Fig. 1: routing congestion map
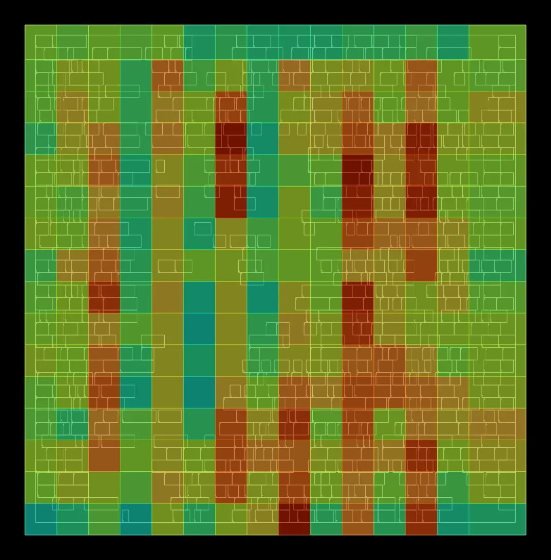
Fig. 2: metal 2
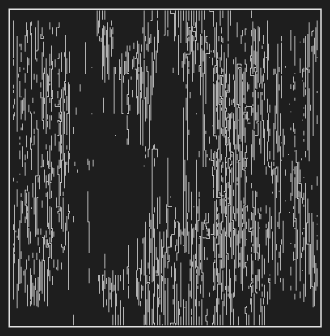
Fig. 3: cell density map
Scale bar: 20 um. 11 x 11 tiles, from black (low) to pale yellow (high), 0 to 100% covered.
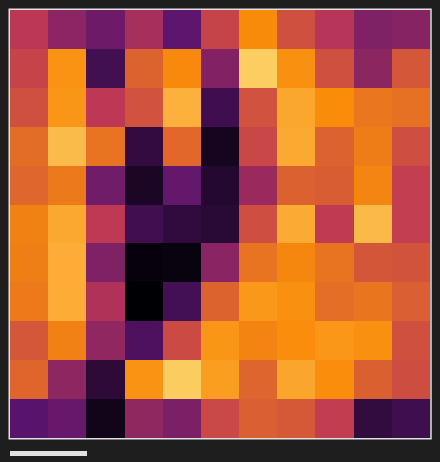
$ cat src/rtl/mips_pkg.sv
// rtl/mips_pkg.sv - shared MIPS pipeline types and constants used by the fetch stage
package mips_pkg;

  typedef enum logic [1:0] {
    REQ   = 2'd0,
    WAIT  = 2'd1,
    HOLD  = 2'd2,
    DRAIN = 2'd3
  } fetch_state_t;

  localparam logic [31:0] NOP_INSTR       = 32'h0000_0000;
  localparam logic [31:0] WORD_ALIGN_MASK = 32'hFFFF_FFFC;

endpackage

$ cat src/rtl/if_fetch_stage_if.sv
// rtl/if_fetch_stage_if.sv - instruction-memory request/response port
interface if_fetch_stage_if;

  logic        imem_req;
  logic [31:0] imem_addr;
  logic        imem_ready;
  logic        imem_rvalid;
  logic [31:0] imem_rdata;

  modport master (
    output imem_req,
    output imem_addr,
    input  imem_ready,
    input  imem_rvalid,
    input  imem_rdata
  );

  modport slave (
    input  imem_req,
    input  imem_addr,
    output imem_ready,
    output imem_rvalid,
    output imem_rdata
  );

endinterface

$ cat src/rtl/if_fetch_stage_pc_next_sel.sv
// rtl/if_fetch_stage_pc_next_sel.sv - next-PC mux (branch > jump > sequential > hold) with target alignment check
module pc_next_sel
  import mips_pkg::*;
(
  input  logic [31:0] pc,
  input  logic        advance,
  input  logic        branch_taken,
  input  logic [31:0] branch_target,
  input  logic        jump,
  input  logic [31:0] jump_target,
  output logic        redirect,
  output logic [31:0] pc_plus4,
  output logic [31:0] next_pc,
  output logic        misaligned
);

  logic [31:0] target;

  assign redirect   = branch_taken | jump;
  assign target     = branch_taken ? branch_target : jump_target;
  assign pc_plus4   = pc + 32'd4;
  assign misaligned = redirect && (target[1:0] != 2'b00);

  always_comb begin
    next_pc = pc;
    if (redirect) begin
      next_pc = target & WORD_ALIGN_MASK;
    end else if (advance) begin
      next_pc = pc_plus4;
    end
  end

endmodule

$ cat src/rtl/if_fetch_stage.sv
// rtl/if_fetch_stage.sv - IF stage: PC ownership, single-outstanding imem fetch, stall hold and redirect drain
module if_fetch_stage
  import mips_pkg::*;
#(
  parameter logic [31:0] RESET_PC = 32'h0000_0000
) (
  input  logic                    clk,
  input  logic                    reset,
  input  logic                    hazard,
  input  logic                    branch_taken,
  input  logic [31:0]             branch_target,
  input  logic                    jump,
  input  logic [31:0]             jump_target,
  if_fetch_stage_if.master        imem,
  output logic [31:0]             pc_plus4_out,
  output logic [31:0]             instr_out,
  output logic                    fetch_valid,
  output logic                    misalign_err
);

  fetch_state_t state, state_next;
  logic [31:0]  pc;
  logic [31:0]  hold_buf;
  logic [31:0]  pc_plus4;
  logic [31:0]  next_pc;
  logic         redirect;
  logic         misaligned;
  logic         deliver;
  logic         capture;
  logic         advance;

  assign advance = deliver && !hazard;

  pc_next_sel u_pc_next_sel (
    .pc            (pc),
    .advance       (advance),
    .branch_taken  (branch_taken),
    .branch_target (branch_target),
    .jump          (jump),
    .jump_target   (jump_target),
    .redirect      (redirect),
    .pc_plus4      (pc_plus4),
    .next_pc       (next_pc),
    .misaligned    (misaligned)
  );

  always_ff @(posedge clk) begin
    if (reset) begin
      state        <= REQ;
      pc           <= RESET_PC;
      hold_buf     <= NOP_INSTR;
      misalign_err <= 1'b0;
    end else begin
      state <= state_next;
      pc    <= next_pc;
      if (capture) begin
        hold_buf <= imem.imem_rdata;
      end else if (redirect) begin
        hold_buf <= NOP_INSTR;
      end
      if (misaligned) begin
        misalign_err <= 1'b1;
      end
    end
  end

  // A redirect always suppresses delivery: IF/ID is being flushed this cycle.
  always_comb begin
    state_next = state;
    deliver    = 1'b0;
    capture    = 1'b0;
    case (state)
      REQ: begin
        if (imem.imem_ready) begin
          state_next = redirect ? DRAIN : WAIT;
        end
      end
      WAIT: begin
        if (imem.imem_rvalid) begin
          if (redirect) begin
            state_next = REQ;
          end else begin
            deliver = 1'b1;
            if (hazard) begin
              capture    = 1'b1;
              state_next = HOLD;
            end else begin
              state_next = REQ;
            end
          end
        end else if (redirect) begin
          state_next = DRAIN;
        end
      end
      HOLD: begin
        if (redirect) begin
          state_next = REQ;
        end else begin
          deliver = 1'b1;
          if (!hazard) begin
            state_next = REQ;
          end
        end
      end
      DRAIN: begin
        // The stale response retires the outstanding request, redirected or not.
        if (imem.imem_rvalid) begin
          state_next = REQ;
        end
      end
      default: state_next = REQ;
    endcase
    if (reset) begin
      deliver = 1'b0;
      capture = 1'b0;
    end
  end

  assign imem.imem_req  = !reset && (state == REQ);
  assign imem.imem_addr = pc & WORD_ALIGN_MASK;

  assign fetch_valid  = deliver;
  assign pc_plus4_out = deliver ? pc_plus4 : 32'h0000_0000;
  assign instr_out    = !deliver        ? NOP_INSTR :
                        (state == HOLD) ? hold_buf  : imem.imem_rdata;

endmodule

$ cat src/flat_wrapper.sv
// flat-port wrapper written by rule: the top's interface ports become plain ports
module if_fetch_stage_flat import mips_pkg::*;
#(
  parameter logic [31:0] RESET_PC = 32'h0000_0000
)
  (clk, reset, hazard, branch_taken, branch_target, jump, jump_target, pc_plus4_out, instr_out, fetch_valid, misalign_err, imem_imem_req, imem_imem_addr, imem_imem_ready, imem_imem_rvalid, imem_imem_rdata);
  if_fetch_stage_if imem_i ();
  input  logic clk;
  input  logic reset;
  input  logic hazard;
  input  logic branch_taken;
  input  logic [31:0] branch_target;
  input  logic jump;
  input  logic [31:0] jump_target;
  output logic [31:0] pc_plus4_out;
  output logic [31:0] instr_out;
  output logic fetch_valid;
  output logic misalign_err;
  output wire logic [$bits(imem_i.imem_req)-1:0] imem_imem_req;
  output wire logic [$bits(imem_i.imem_addr)-1:0] imem_imem_addr;
  input wire logic [$bits(imem_i.imem_ready)-1:0] imem_imem_ready;
  input wire logic [$bits(imem_i.imem_rvalid)-1:0] imem_imem_rvalid;
  input wire logic [$bits(imem_i.imem_rdata)-1:0] imem_imem_rdata;
  assign imem_imem_req = imem_i.imem_req;
  assign imem_imem_addr = imem_i.imem_addr;
  assign imem_i.imem_ready = imem_imem_ready;
  assign imem_i.imem_rvalid = imem_imem_rvalid;
  assign imem_i.imem_rdata = imem_imem_rdata;
  if_fetch_stage #(.RESET_PC(RESET_PC)) u_core (.clk(clk), .reset(reset), .hazard(hazard), .branch_taken(branch_taken), .branch_target(branch_target), .jump(jump), .jump_target(jump_target), .imem(imem_i), .pc_plus4_out(pc_plus4_out), .instr_out(instr_out), .fetch_valid(fetch_valid), .misalign_err(misalign_err));
endmodule
$ cat config.mk
export PLATFORM = sky130hd
export DESIGN_NAME = if_fetch_stage_flat
export DESIGN_NICKNAME = d
export VERILOG_FILES = /design/src/rtl/mips_pkg.sv /design/src/rtl/if_fetch_stage_if.sv /design/src/rtl/if_fetch_stage_pc_next_sel.sv /design/src/rtl/if_fetch_stage.sv /design/src/flat_wrapper.sv
export SDC_FILE = /design/constraint.sdc
export NUM_CORES = 1
export LEC_CHECK = 0
export CORE_AREA = 2 2 107 109
export CTS_BUF_LIST = sky130_fd_sc_hd__clkbuf_2 sky130_fd_sc_hd__clkbuf_4 sky130_fd_sc_hd__clkbuf_8
export DETAILED_ROUTE_END_ITERATION = 7
export DIE_AREA = 0 0 109 111
export GPL_TIMING_DRIVEN = 1
export PLACE_DENSITY = 0.81
export SETUP_SLACK_MARGIN = 0.15
export SLEW_MARGIN = 15
export SYNTH_ARGS = -nofsm -noshare
export SYNTH_HDL_FRONTEND = slang
export SYNTH_HIERARCHICAL = 1
export SYNTH_SLANG_ARGS = --single-unit
$ cat constraint.sdc
create_clock -name clk -period 6.1 [get_ports clk]
set_clock_uncertainty 0.05 [all_clocks]
set_input_delay 1.525 -clock clk [delete_from_list [all_inputs] [get_ports clk]]
set_output_delay 1.525 -clock clk [all_outputs]
set_load 0.03 [all_outputs]
==> job_summary.md <==
### Yosys + OpenROAD results

| Metric | Value |
|---|---|
| Outcome | `complete, no violations` |
| Compound Share, Synth | `0.1469` |
| Placed cell areas | `about 6400 sq um` |
| Top cells by count | `dfxtp_1 (67), nor2_1 (54), and2_1 (41)` |
| Share of cells above drive strength 1 | `0.1125` |
| Clock sinks | `between 60 and 70` |
| Slew at the pin closest to its max-slew limit | `~570 ps` |
| Latency at later pin | `around 340 ps` |
| Final hold vios | `0` |
| Number of diodes | `0` |
| Met3 Wirelength | `1.092 mm` |
| PortBufs | `just under 200` |
| Comb pwr | `454 uW` |
| Mapped Area | `roughly 4700 sq um` |
| Post-synth cell types | `roughly 48` |
| First-pass GRT wire length | `21.62 mm` |
| Tot Pwr | `1.361 mW` |
| Multiplexer share | `0.08130` |
| Syn Inst Count | `569` |
| Antenna violations before repair | `0` |
| Fmax | `0.1787 GHz` |
| Fill count | `about 950` |
| Die width | `between 100 and 150 um` |
| Most frequent logic cell in the layout | `clkdlybuf4s50_1` |
| Iteration tally of the first detailed-router pass | `6` |
| Flop area | `1341 sq um` |
| Worst reg2reg path endpoint | `u_core/pc[29]` |
| Ys async rst share | `0` |
| GRT Util Overall | `0.2258` |
| Comb area leader | `simple AND/OR/NAND/NOR gates` |
| Gr busiest metal | `met2` |
| CTS Root Cell | `clkbuf_8` |
| Worst R2R Path Depth | `12` |
| Combinational share of power | `0.333` |
| Leak Pwr | `~2.6 nW` |
| Die Height | `between 100 and 150 um` |
| Levels on crit path | `7` |
| Chip area | `12100 sq um` |
| Setup TNS | `0 ps` |
| Worst hold path cell count | `2` |
| TritonCTS clock tree | `yes` |
| Met2 WL | `about 6.6 mm` |
| Cell area leaders | `dfxtp_1 (28%), mux2i_1 (7.7%), a22o_1 (6.0%)` |
| Final setup viols | `0` |
| Post-cts resize count | `0` |
| Max-area cell share | `0.2848` |
| # DRC | `0` |
| Nets | `just over 800` |
| Cell internal pwr | `about 900 uW` |
| Non-filler cells in the finished layout | `roughly 860` |
| Critical R2R Launch | `u_core/state[1]` |
| RSZ-0062 raised after global routing | `no` |
| Final Cycle Share | `0.9175` |
| Hold path startpoint | `u_core/misalign_err` |
| Clock slew at reported path FFs | `approximately 70 ps` |
| Final setup margin | `503.0 ps` |
| Sequential share of power | `0.364` |
| Yosys reg bits | `roughly 67` |
| Synth-to-layout area growth | `41.26%` |
| Cts hold-fix bufs | `0` |
| Switching power | `435.3 uW` |
| Tmin final | `around 5600 ps` |
| WHS Endpoint | `u_core/misalign_err` |
| Cell with the most instances after synthesis | `dfxtp_1` |
| Seq. pwr | `495 uW` |
| Max cap viols | `0` |
| Flop2flop setup slack | `roughly 2400 ps` |
| Clock group total power | `between 400 and 500 uW` |
| Routed len/inst | `16.03 um` |
| Fin. max-slew vios | `0` |
| Routed Antenna Nets | `0` |
| Htree depth | `3` |
| Placer Congestion | `just under 0.9` |
| Pwr dens | `between 200 and 250 nW/um^2` |
| Hold WC Path Type | `reg -> reg` |
| Number of global-route vias before repair | `4401` |
| Fa+ha+maj area frac | `0.01594` |
| Drt via density | `between 5 and 6` |
| Rows | `39` |
| Commonest flop | `dfxtp_1` |
| YS chip area | `about 4700 sq um` |
| GRT overflow | `0` |
| Relative slew margins | `0.6198` |
| Critical path's largest stage delay | `between 600 and 700 ps` |
| CP top delay family | `buffers and inverters` |
| Yosys xor share | `0.1023` |
| TritonCTS buffer count | `9` |
| Comb area | `roughly 2900 sq um` |
| Clock network power share | `0.303` |
| Placed wire-length estimate | `slightly above 10 mm` |
| CP Max Fanout | `33` |
| DR iter-0 viols | `between 150 and 200` |
| Mean Syn Cell Area | `8.277 sq um` |
| Finished Cell Area | `between 6000 and 7000 sq um` |
| Worst vdd ir | `approximately 0.11 mV` |
| I/O pin count | `between 200 and 250` |
| Worst hold slack | `about 430 ps` |
| CP dominant cell by count | `clkdlybuf4s50_1` |
| Most frequent cells in the layout | `clkdlybuf4s50_1 (164), dfxtp_1 (67), nor2_1 (54), buf_4 (46), and2_1 (41)` |
| Worst Path Required | `about 4500 ps` |
| Switching Share | `0.3198` |
| CP Cell Sequence | `clkdlybuf4s50_1 > nor2_1 > inv_1 > or4b_1 > clkinv_2 > and2_1 > clkdlybuf4s50_1` |
| Clock Path Buffers | `2` |
| Tool warnings | `30` |
| Wire length on met1 | `slightly below 6 mm` |
| Cell type with the largest total area | `dfxtp_1` |
| Post-CTS setup buffers | `0` |
| Kind of end point of the critical path | `primary output` |
| Post-synth EDFFs | `0` |
| Critical path class | `in -> out` |
| Pin count of the biggest net entering global routing | `39` |
| Max layer used | `met4` |
| Placed Cells | `847` |
| Crit path launch type | `primary input` |
| Post-synth seq share | `0.2848` |
| Cells in synth_stat.txt | `~570` |
| Post-placement worst setup slack | `approximately 460 ps` |
| Simple share | `0.2646` |
| Top Consumer | `sequential cells` |
| Worst Path Buf+Inv | `4` |
| Critical path's slowest cell | `clkdlybuf4s50_1` |
| Ys Warns | `6` |
| CP arrival | `between 4000 and 5000 ps` |
Notes on Fig. 1 above:
met1 Use GR: 0.2745
met3 Resource Use GR: 0.04350

Notes on Fig. 2 above:
The layer holds 47% of the routed length. The wires run mostly vertical. 689 nets have wire on it. The longest straight run is 46.6 um.
final WL: 13.84 mm
met2 GRT Util: 0.3801
Vias: 4524

Notes on Fig. 3 above:
1.7% of the tiles are nearly empty. 20% of the tiles are over 75% full. The fullest tile reaches 89%. The emptiest ninth of the die: center. The mean over all tiles is 54%.
core area: 11080 sq um
utilization after layout: 0.6006
Initial Utilization: 0.4252

## state kept, by name, indices dropped and copies added (netlist names)
| register | count |
|---|---|
| u_core/hold_buf | 32 |
| u_core/misalign_err | 1 |
| u_core/state | 2 |
| u_core/pc | 32 |
## worst max path at each step
stage,startpoint,end,slack [ps]
floorplan,jump,instr_out[10],830
global placement,branch_taken,pc_plus4_out[28],520
detailed placement,branch_taken,pc_plus4_out[28],460
CTS,branch_taken,pc_plus4_out[28],460
global route,branch_taken,pc_plus4_out[21],330
finish,branch_taken,pc_plus4_out[28],500
## area by class of cell
cell class,instances,share of cell area
clock inverters,5,0.01166
multi-input cells,419,0.4356
clock buffers,11,0.02088
repair buffers,210,0.2987
well taps,143,0.02689
inverters,8,0.004702
flip-flops and latches,67,0.2016
Power is estimated from default activity; no workload was simulated.
